<file path="config.mk">
export PLATFORM = sky130hd
export DESIGN_NAME = button_event_gen
export DESIGN_NICKNAME = d
export VERILOG_FILES = /design/src/rtl/button_event_gen.sv
export SDC_FILE = /design/constraint.sdc
export NUM_CORES = 1
export LEC_CHECK = 0
export ABC_AREA = 0
export CORE_MARGIN = 2
export CORE_UTILIZATION = 40
export DETAILED_ROUTE_END_ITERATION = 10
export SYNTH_ARGS = -nofsm -noshare
export SYNTH_HDL_FRONTEND = slang
export SYNTH_SLANG_ARGS = --single-unit
</file>
<file path="constraint.sdc">
create_clock -name clk -period 5.68 [get_ports clk]
set_clock_uncertainty 0.15 [all_clocks]
set_input_delay 1.136 -clock clk [delete_from_list [all_inputs] [get_ports clk]]
set_output_delay 1.136 -clock clk [all_outputs]
set_load 0.03 [all_outputs]
</file>
<file path="src/rtl/button_event_gen.sv">
// button_event_gen: turns a debounced button level into press/release/long/repeat strobes and a held level
module button_event_gen #(
  parameter int CLK_FREQ  = 25_000_000,
  parameter int LONG_MS   = 500,
  parameter int REPEAT_MS = 100
) (
  input  logic clk,
  input  logic rst,
  input  logic btn_level,
  output logic press_pulse,
  output logic release_pulse,
  output logic long_pulse,
  output logic repeat_pulse,
  output logic held
);
  localparam int LONG_CYCLES   = (CLK_FREQ / 1000) * LONG_MS;
  localparam int REPEAT_CYCLES = (CLK_FREQ / 1000) * REPEAT_MS;
  localparam int MAX_CYCLES    = LONG_CYCLES > REPEAT_CYCLES ? LONG_CYCLES : REPEAT_CYCLES;
  localparam int W             = $clog2(MAX_CYCLES + 1);
  localparam logic [W-1:0] LONG_LAST   = W'(LONG_CYCLES - 1);
  localparam logic [W-1:0] REPEAT_LAST = W'(REPEAT_CYCLES - 1);
  typedef enum logic [1:0] {ARM, IDLE, PRESS, REPEAT} state_t;
  state_t state, state_n;
  logic [W-1:0] cnt, cnt_n;
  logic press_n, release_n, long_n, repeat_n, held_n;
  always_ff @(posedge clk or posedge rst)
    if (rst) begin
      state         <= ARM;
      cnt           <= '0;
      press_pulse   <= 1'b0;
      release_pulse <= 1'b0;
      long_pulse    <= 1'b0;
      repeat_pulse  <= 1'b0;
      held          <= 1'b0;
    end else begin
      state         <= state_n;
      cnt           <= cnt_n;
      press_pulse   <= press_n;
      release_pulse <= release_n;
      long_pulse    <= long_n;
      repeat_pulse  <= repeat_n;
      held          <= held_n;
    end
  // release is tested before timer expiry so a release edge never also fires long/repeat
  always_comb begin
    state_n   = state;
    cnt_n     = cnt;
    press_n   = 1'b0;
    release_n = 1'b0;
    long_n    = 1'b0;
    repeat_n  = 1'b0;
    case (state)
      ARM:
        state_n = btn_level ? ARM : IDLE;
      IDLE:
        if (btn_level) begin
          state_n = PRESS;
          press_n = 1'b1;
          cnt_n   = '0;
        end
      PRESS:
        if (!btn_level) begin
          state_n   = IDLE;
          release_n = 1'b1;
          cnt_n     = '0;
        end else if (cnt == LONG_LAST) begin
          state_n = REPEAT;
          long_n  = 1'b1;
          cnt_n   = '0;
        end else
          cnt_n = cnt + W'(1);
      REPEAT:
        if (!btn_level) begin
          state_n   = IDLE;
          release_n = 1'b1;
          cnt_n     = '0;
        end else if (cnt == REPEAT_LAST) begin
          repeat_n = 1'b1;
          cnt_n    = '0;
        end else
          cnt_n = cnt + W'(1);
    endcase
    held_n = (state_n == PRESS) || (state_n == REPEAT);
  end
endmodule

</file>
### Metal layers overlaid

(6 px per um) Two of the layers only.
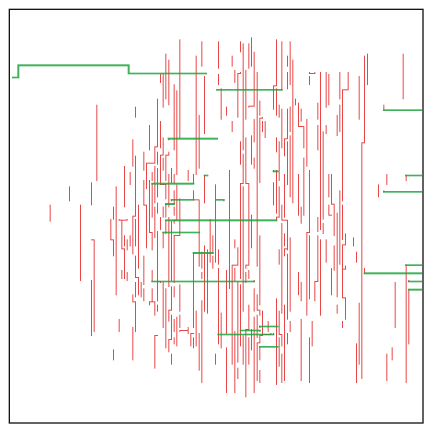
Key: green = metal 3 [wire length 163 um]; red = metal 2 [wire length 1740 um]
Tot GR Track Use: 0.1791
drt wl/cell: 15.12 um
Post-Route WL: 3.645 mm
total number of vias: 1367

### Drive-strength map

(6 px per um)
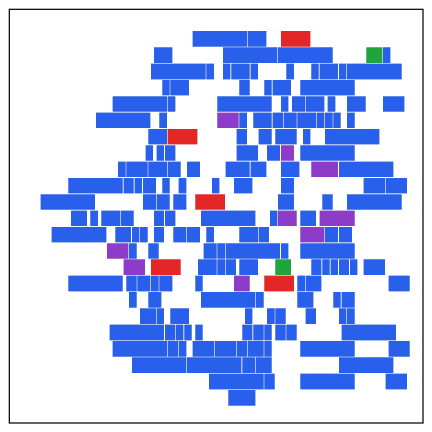
Key: green = _3 and _4 cells [cells 2, share 1.0%]; red = _6 and larger [cells 5, share 2.6%]; blue = _0 and _1 cells [cells 175, share 92%]; purple = _2 cells [cells 9, share 4.7%]

==> results_slide.txt <==
Key Metrics from the Run

Clock network
  – Cts bufs inserted: 5
  – H-tree levels: 2
  – Clock buffer depth: 2
  – Post-CTS Repair Setup Buffers: 0
  – TritonCTS clock tree: yes
  – # hold bufs at CTS: 0
  – Later-pin clock latency in the skew report: 0.28 ns
  – Clock root buffer: clkbuf_8
  – # resized after CTS: 0

Setup path
  – Setup crit end kind: register
  – Crit path DRT: 5.69 ns
  – Crit path max fanout: 21
  – Worst EP arrival: 3.11 ns
  – CP Launch Type: input pin
  – CP delay by family, top: simple AND/OR/NAND/NOR gates
  – Crit-path cells: clkdlybuf4s50_1 -> a21oi_1 -> buf_4 -> nor4b_1 -> nand4_1 -> xor2_1 -> nor2_1
  – Crit path kind: input pin to register

Synth
  – Cell Type Count: 45
  – Post-synth EDFFs: 0
  – Area share, top type: 0.4481
  – Post-synth seq share: 0.4481
  – Syn nets: 187
  – Ys Warns: 0
  – Mapped Area: 1675 um2
  – Syn avg cell area: 9.155 um2
  – Cell with the most instances after synthesis: dfrtp_1

Die
  – Core Footprint: 4029 um2
  – Die height: 68.72 um
  – FP Util: 0.4158
  – Rows: 23
  – Tapcell count: 50

STA
  – Fin crit period: 3.105 ns
  – Final setup violation count: 0
  – Endpoints failing hold: 0
  – Period utilization: 0.5466
  – RSZ-0062 raised after global routing: no
  – Max-slew violation count: 0
  – TNS Setup: 0 ns

Power and ir drop
  – Max IR drop VDD: 0.07607 mV
  – Sw Ratio: 0.2502
  – Leak: 0.7486 nW
  – Pwr dens: 226.4 nW/um2
  – Total internal power: 313.1 uW
  – Net switching power: 104.5 uW
  – Sequential Power Share: 0.532

Finish
  – Combinational share of cell area: 0.4613
  – Ant. Diodes: 0
  – Area Overhead vs Synth: 10.08%
  – Max reg flops: 24
  – Largest Register: cnt
  – Gate Area: 850.8 um2
  – Mi-comb count: 140
  – Most numerous logic cells after layout: dfrtp_1 (30), nand2_1 (24), nor2_1 (24), nand4_1 (12), nand3_1 (11)
  – Final Util: 0.4578
  – Non-clk buf share: 0.04613

Place
  – Setup WS pre-CTS: 2.315 ns
  – Total placed cells including tap cells: 234
  – IO Port Bufs: 7

Detailed routing
  – DR iter-0 viols: 47
  – Detail Route Antenna Nets: 0
  – Drc violations: 0
  – Average vias per placed instance: 5.672

Global route
  – First-pass GRT wire length: 6.154 mm

Job
  – Maxcap violations: 0
  – Tool warnings: 26

Status
  – Status: finished, final reports clean
### Close-up of the layout

Window x 14 to 54, y 1 to 41 um. Cells in grey, sequential cells in the stronger grey; small squares are vias.
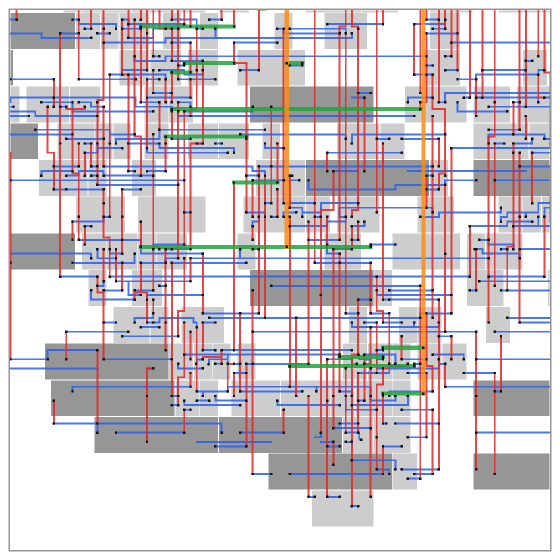
Key: red = metal 2; orange = metal 4; blue = metal 1; green = metal 3
Most frequent: nand2_1 (18), dfrtp_1 (13), nand3_1 (9). Sequential cells in the window: 13. Netlist names of flops here include `cnt` (11). 101 logic cells have their middle in the window.

worst reg2reg max path, stage by stage (launching register included):
cell	delay, ns
dfrtp_1	0.44
or4b_1	0.52
or4_1	0.62
o41ai_2	0.37
a32o_2	0.36
nor2_1	0.09
final timing paths:
kind	startpoint	endpoint	slack [ns]	cells after the start
max in group asynchronous	rst	cnt[17]	3.98	3
min in group asynchronous	rst	cnt[7]	0.86	2
setup reg to reg	cnt[5]	cnt[22]	3.00	5
hold / removal	cnt[1]	cnt[1]	0.40	1
setup / recovery	btn_level	cnt[14]	2.58	7
hold reg to reg	cnt[1]	cnt[1]	0.40	1
per-stage QoR:
stage	cell area [um2]	total power, mW	hold slack, ns
after floorplan	1675	0.2517	0.3477
after global placement	1768	0.2597	0.3812
after detailed placement	1768	0.2609	0.3866
after CTS	1844	0.4217	0.4005
after global routing	1844	0.4388	0.4128
final	1844	0.4176	0.3999
per-layer routing:
metal	GRT usage	routed length, um	part of all wire	up-vias
li1	-	-	-	674
met1	0.2236	1665	0.46	651
met2	0.2933	1739	0.48	33
met3	0.04870	162	0.044	9
met4	0.07108	78	0.021	0
met5	0	0	0	-
power groups by stage:
stage	clock, mW	sequential (mW)	combinational, mW
floorplan	0	0.227	0.0245
global placement	0	0.226	0.0338
detailed placement	0	0.226	0.0347
CTS	0.165	0.222	0.0349
global route	0.177	0.223	0.0386
finish	0.161	0.222	0.0342
logic make-up after synthesis:
group | after synthesis | synth area share
AND/OR/NAND/NOR | 102 | 0.3256
flip-flops | 30 | 0.4481
AND-OR/OR-AND | 23 | 0.1001
buffers and inverters | 13 | 0.04406
XOR/XNOR | 12 | 0.06274
multiplexers | 2 | 0.01195
adder cells (fa/ha/maj) | 1 | 0.007467
Power is estimated from default activity; no workload was simulated.
